### src/rtl/tick_timer_pkg.sv
// ---------------------------------------------------------------------------
// tick_timer_pkg
// Shared types for the multi-channel tick timer.
//   mode_t        : channel mode (periodic / one-shot)
//   chan_state_t  : channel FSM state (idle / running)
//   min1_clog2()  : index width helper that never returns 0
// ---------------------------------------------------------------------------
package tick_timer_pkg;

    typedef enum logic {
        MODE_PERIODIC = 1'b0,
        MODE_ONESHOT  = 1'b1
    } mode_t;

    typedef enum logic {
        ST_IDLE = 1'b0,
        ST_RUN  = 1'b1
    } chan_state_t;

    // Width needed to index n items, at least one bit so a single
    // channel or a divide-by-1 prescaler still has a legal vector.
    function automatic int min1_clog2(input int n);
        return (n > 1) ? $clog2(n) : 1;
    endfunction

endpackage

### src/rtl/tick_timer_chan.sv
// ---------------------------------------------------------------------------
// tick_timer_chan
// One timer channel: holds its programmed period and mode, counts base
// strobes while running and emits a registered one-cycle tick when the
// count reaches period-1.
// Ports:
//   clk, rst_n   : clock, asynchronous active-low reset
//   cfg_we       : latch cfg_period / cfg_mode this edge
//   cfg_period   : period in base strobes
//   cfg_mode     : 0 = periodic, 1 = one-shot
//   start, stop  : start/retrigger and stop requests (stop has priority)
//   strobe       : shared prescaler strobe
//   tick         : one-cycle tick pulse (registered)
//   active       : channel is running
//   count        : current strobe count
// ---------------------------------------------------------------------------
module tick_timer_chan
    import tick_timer_pkg::*;
#(
    parameter int WIDTH = 16
) (
    input  logic             clk,
    input  logic             rst_n,
    input  logic             cfg_we,
    input  logic [WIDTH-1:0] cfg_period,
    input  logic             cfg_mode,
    input  logic             start,
    input  logic             stop,
    input  logic             strobe,
    output logic             tick,
    output logic             active,
    output logic [WIDTH-1:0] count
);

    chan_state_t      state_reg, state_next;
    logic [WIDTH-1:0] count_reg, count_next;
    logic             tick_reg, tick_next;
    logic [WIDTH-1:0] period_reg;
    mode_t            mode_reg;

    // A start on the same edge as a config write must see the new period.
    logic [WIDTH-1:0] eff_period;
    logic [WIDTH-1:0] last_count;

    assign eff_period = cfg_we ? cfg_period : period_reg;
    // Only evaluated while running, and a channel never runs with period 0,
    // so the subtraction cannot wrap in a way that matters.
    assign last_count = period_reg - WIDTH'(1);

    // Configuration registers
    always_ff @(posedge clk or negedge rst_n) begin
        if (!rst_n) begin
            period_reg <= '0;
            mode_reg   <= MODE_PERIODIC;
        end else if (cfg_we) begin
            period_reg <= cfg_period;
            mode_reg   <= mode_t'(cfg_mode);
        end
    end

    // State register
    always_ff @(posedge clk or negedge rst_n) begin
        if (!rst_n) begin
            state_reg <= ST_IDLE;
            count_reg <= '0;
            tick_reg  <= 1'b0;
        end else begin
            state_reg <= state_next;
            count_reg <= count_next;
            tick_reg  <= tick_next;
        end
    end

    // Next-state logic: stop > start > strobe
    always_comb begin
        state_next = state_reg;
        count_next = count_reg;
        tick_next  = 1'b0;
        if (stop) begin
            state_next = ST_IDLE;
            count_next = '0;
        end else if (start && (eff_period != '0)) begin
            state_next = ST_RUN;
            count_next = '0;
        end else if ((state_reg == ST_RUN) && strobe) begin
            if (count_reg == last_count) begin
                tick_next  = 1'b1;
                count_next = '0;
                if (mode_reg == MODE_ONESHOT) begin
                    state_next = ST_IDLE;
                end
            end else begin
                count_next = count_reg + WIDTH'(1);
            end
        end
    end

    // Outputs
    always_comb begin
        active = (state_reg == ST_RUN);
        tick   = tick_reg;
        count  = count_reg;
    end

endmodule

### src/rtl/tick_timer.sv
// ---------------------------------------------------------------------------
// tick_timer
// Multi-channel programmable tick generator. A free-running prescaler makes
// a base strobe every PRESCALE cycles; each of NCH channels divides that
// strobe by its own programmed period, periodic or one-shot.
// Ports:
//   i_clk, i_rst_n : clock, asynchronous active-low reset
//   i_cfg_valid    : config write request
//   o_cfg_ready    : selected channel exists and is idle (combinational)
//   i_cfg_ch       : config target channel
//   i_cfg_period   : period in base strobes
//   i_cfg_mode     : 0 = periodic, 1 = one-shot
//   i_start        : per-channel start / retrigger
//   i_stop         : per-channel stop
//   o_tick         : per-channel one-cycle tick (registered)
//   o_active       : per-channel running flag
//   o_count        : channel c count at [c*WIDTH +: WIDTH]
// ---------------------------------------------------------------------------
module tick_timer
    import tick_timer_pkg::*;
#(
    parameter  int NCH      = 4,
    parameter  int WIDTH    = 16,
    parameter  int PRESCALE = 1,
    localparam int CH_W     = min1_clog2(NCH)
) (
    input  logic                 i_clk,
    input  logic                 i_rst_n,
    input  logic                 i_cfg_valid,
    output logic                 o_cfg_ready,
    input  logic [CH_W-1:0]      i_cfg_ch,
    input  logic [WIDTH-1:0]     i_cfg_period,
    input  logic                 i_cfg_mode,
    input  logic [NCH-1:0]       i_start,
    input  logic [NCH-1:0]       i_stop,
    output logic [NCH-1:0]       o_tick,
    output logic [NCH-1:0]       o_active,
    output logic [NCH*WIDTH-1:0] o_count
);

    localparam int              PS_W    = min1_clog2(PRESCALE);
    localparam logic [PS_W-1:0] PS_LAST = PS_W'(PRESCALE - 1);

    logic [PS_W-1:0] presc_reg, presc_next;
    logic            strobe;

    // Free-running prescaler; start/stop/config never touch it, so the
    // first tick after a start depends on the current phase.
    assign strobe     = (presc_reg == PS_LAST);
    assign presc_next = strobe ? '0 : presc_reg + PS_W'(1);

    always_ff @(posedge i_clk or negedge i_rst_n) begin
        if (!i_rst_n) begin
            presc_reg <= '0;
        end else begin
            presc_reg <= presc_next;
        end
    end

    // Ready only for an existing, idle channel. Out-of-range channel numbers
    // match no iteration and therefore read as not ready.
    always_comb begin
        o_cfg_ready = 1'b0;
        for (int c = 0; c < NCH; c++) begin
            if ((i_cfg_ch == CH_W'(c)) && !o_active[c]) begin
                o_cfg_ready = 1'b1;
            end
        end
    end

    genvar gi;
    generate
        for (gi = 0; gi < NCH; gi++) begin : g_chan
            logic cfg_we;

            assign cfg_we = i_cfg_valid && o_cfg_ready && (i_cfg_ch == CH_W'(gi));

            tick_timer_chan #(
                .WIDTH(WIDTH)
            ) u_chan (
                .clk        (i_clk),
                .rst_n      (i_rst_n),
                .cfg_we     (cfg_we),
                .cfg_period (i_cfg_period),
                .cfg_mode   (i_cfg_mode),
                .start      (i_start[gi]),
                .stop       (i_stop[gi]),
                .strobe     (strobe),
                .tick       (o_tick[gi]),
                .active     (o_active[gi]),
                .count      (o_count[gi*WIDTH +: WIDTH])
            );
        end
    endgenerate

endmodule
### config.mk
export PLATFORM = sky130hd
export DESIGN_NAME = tick_timer
export DESIGN_NICKNAME = d
export VERILOG_FILES = /design/src/rtl/tick_timer_pkg.sv /design/src/rtl/tick_timer_chan.sv /design/src/rtl/tick_timer.sv
export SDC_FILE = /design/constraint.sdc
export NUM_CORES = 1
export LEC_CHECK = 0
export CAP_MARGIN = 10
export CORE_ASPECT_RATIO = 1.2
export CORE_MARGIN = 2
export CORE_UTILIZATION = 40
export CTS_BUF_LIST = sky130_fd_sc_hd__clkbuf_4
export CTS_CLUSTER_SIZE = 30
export DETAILED_ROUTE_END_ITERATION = 12
export HOLD_SLACK_MARGIN = 0.05
export SYNTH_ARGS = -nofsm -noshare
export SYNTH_HDL_FRONTEND = slang
export SYNTH_SLANG_ARGS = --single-unit
export TNS_END_PERCENT = 50
### constraint.sdc
create_clock -name i_clk -period 2.75 [get_ports i_clk]
set_input_delay 0.275 -clock i_clk [delete_from_list [all_inputs] [get_ports i_clk]]
set_output_delay 0.275 -clock i_clk [all_outputs]
set_load 0.005 [all_outputs]
Metal layers overlaid:
(1.5 px per micron) Two of the layers only.
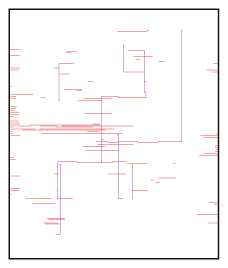
legend:
  red:
    layer: metal 3
    wire_length: 1050 microns
  purple:
    layer: metal 4
    wire_length: 328 microns

Gate families picked out:
(2 px per micron)
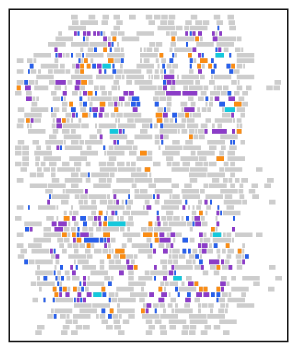
legend:
  purple:
    family: inverting AOI/OAI gates
    cells: 133
  cyan:
    family: adder and majority cells
    cells: 8
  orange:
    family: AND and OR gates
    cells: 66
  blue:
    family: NAND gates
    cells: 127

==> flow_summary.toml <==
# flow metrics
[placed_design]
numPortBuffers = 102
dp_hpwl_mm = 17.8
place_area_sq_mm = 0.0106
dp_cells = 1336
gp_congestion = 0.823

[synthesis]
yosysMostFrequentCell = "dfrtp_1"
yosys-top-cells-area = "dfrtp_1 (40%), mux2_2 (6.7%), xor2_1 (6.0%), xnor2_1 (5.4%), nor3_1 (4.0%)"
numSynthFlops = 140
simple_gate_share = 0.236
ys_sh_mux = 0.0746
postSynthSeqShare = 0.403
top_logic_kind = "simple AND/OR/NAND/NOR gates"
largest_area_cell = "dfrtp_1"
synth-edff-count = 0
synth_cells = 918
fp_nets = 956
synthAdderAreaFrac = 0.0115
ys_sh_aoi = 0.118
avgSynthCellArea_sq_um = 9.46
yosys-stat-area_sq_mm = 0.00868
yosys.area_share.xor_xnor = 0.114
common_cells = "dfrtp_1 (140), nor3_1 (70), nand2_1 (69)"
ys_cells = 918
syn_area_sq_mm = 0.00868
yosysWarnings = 0
yosys_most_used_dff = "dfrtp_1"
yosysUniqueCellTypes = 74
top_cell_area_share = 0.403
ys_async_sr_fraction = 1.00

[job]
cap_violations = 0
tool_warnings = 28

[critical_path]
rrSetupSlack_ps = 140
critPathTopFamily = "simple AND/OR/NAND/NOR gates"
cp-start-kind = "flop"
max_stage_delay_ps = 580
rr_worst_depth = 10
crit_start = "g_chan[2].u_chan.period_reg[1]$_DFF_PN0_"
timing.rr.end = "g_chan[2].u_chan.count[5]$_DFFE_PN0P_"
crit_chain = "inv_2 -> ha_4 -> or4b_4 -> o21ai_1 -> or4b_2 -> nand4_1 -> nand4_4 -> nor3_4 -> buf_12 -> nor3_1"
worst-path-buf-inv = 2
crit_arrival_ps = 3070
critical_path.slowest_cell = "or4b_2"
critPathMaxFanout = 10
crit_required_ps = 3210
endpoint = "g_chan[2].u_chan.count[5]$_DFFE_PN0P_"
worstSetupPathDepth = 10
endpoint_kind = "flop"
crit_type = "flop to flop"
r2r-start = "g_chan[2].u_chan.period_reg[1]$_DFF_PN0_"

[route]
dr.first_iter.drc_count = 493
vias = 7558
vias_per_cell = 5.50
wl_met3_mm = 1.05
drc = 0
wl_met2_mm = 12.0
wl_met1_mm = 10.7
routed_wl_mm = 24.0
wl_per_cell_microns = 17.5
drt_pass1_iterations = 4
ant_nets = 0
dr.max_layer_used = "met4"

[layout]
n_all_buffers = 205
largest_class = "multi-input combinational cells"
clock_area_frac = 0.0249
seq_share = 0.316
final_nets = 1124
instances_no_fill = 1373
finalInstanceArea_sq_mm = 0.0111
flop_area_sq_mm = 0.00350
synthToLayoutAreaGrowth_pct = 27.6
final_cell_mix = "dfrtp_1 (139), clkdlybuf4s50_1 (101), buf_4 (95)"
nonClkBufAreaFrac = 0.169
final_common_cell = "dfrtp_1"
final_layout_size_suffix_gt1_frac = 0.209
logic_area_sq_mm = 0.00497
sh_comb_area = 0.449
fillers = 2008
n_antenna_cell = 1
logic_gate_count = 693
n_all_inverters = 29
fin_util = 0.516

[pwr]
p_seq_frac = 0.463
p_seq_mw = 2.58
power-top-group = "sequential cells"
peakVddDrop_v = 0.000282
p_int_mw = 3.74
pwr-share-comb = 0.291
switching_share = 0.330
p_per_area_mw_per_mm2 = 504
clockPowerShare = 0.247
p_leak_nw = 4.40
power.switching_mw = 1.84
powerComb_mw = 1.62
total_power_mw = 5.58

[floorplanning]
core_sq_mm = 0.0215
taps = 274
die_w_microns = 139
fp_util = 0.404
die_area_sq_mm = 0.0229
fp-row-count = 59
io-pin-count = 103
die_y_microns = 165

[global_routing]
use_met3 = 0.0458
top_usage_layer = "met2"
grt_antenna_before_repair = 1
grt_pass1_wl_mm = 38.7
grt_pass1_vias = 7313
grt_usage = 0.212
met2_usage = 0.364
grt_max_degree = 57
gr-usage-met1 = 0.273
overflow = 0

[clocking]
htreeDepth = 4
clockBufferDepth = 2
clock-sinks = 140
postCtsSetupBuffers = 1
cts_tree = "yes"
cts_resized = 3
cts_root_buf = "clkbuf_4"
numCtsBuffers = 17
clkSlewWorstSetupHoldPaths_ps = 110
holdBufCountCts = 1

[sta]
rsz0062_at_grt = "yes"
hold-worst-slack_ps = 241
post-route-period-util = 0.950
finalSetupViolCount = 0
hold_violations = 0
setup_ws_ps = 138
period_needed_ps = 2610
max-slew-margin-rel = 0.625
finalMaxSlewViolations = 0
timing.fmax_mhz = 383
tns_ps = 0
worstMarginPinSlew_ps = 561

[worst_hold_path]
hold_class = "input port to asynchronous set/reset pin"

[run_status]
status = "finished, final reports clean"
Clock wiring as the flow saved it:
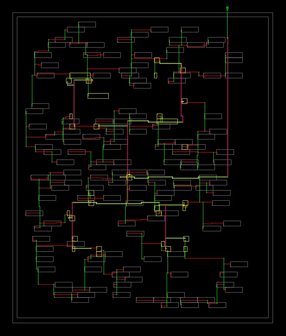
Setup Skew: 17.5 ps
clock buffers: 20
clk_lat worst skew: 560 ps
sequential cell count: 140
clock network power: 1.38 mW

No activity file was given, so power comes from the tool's default toggle rates.
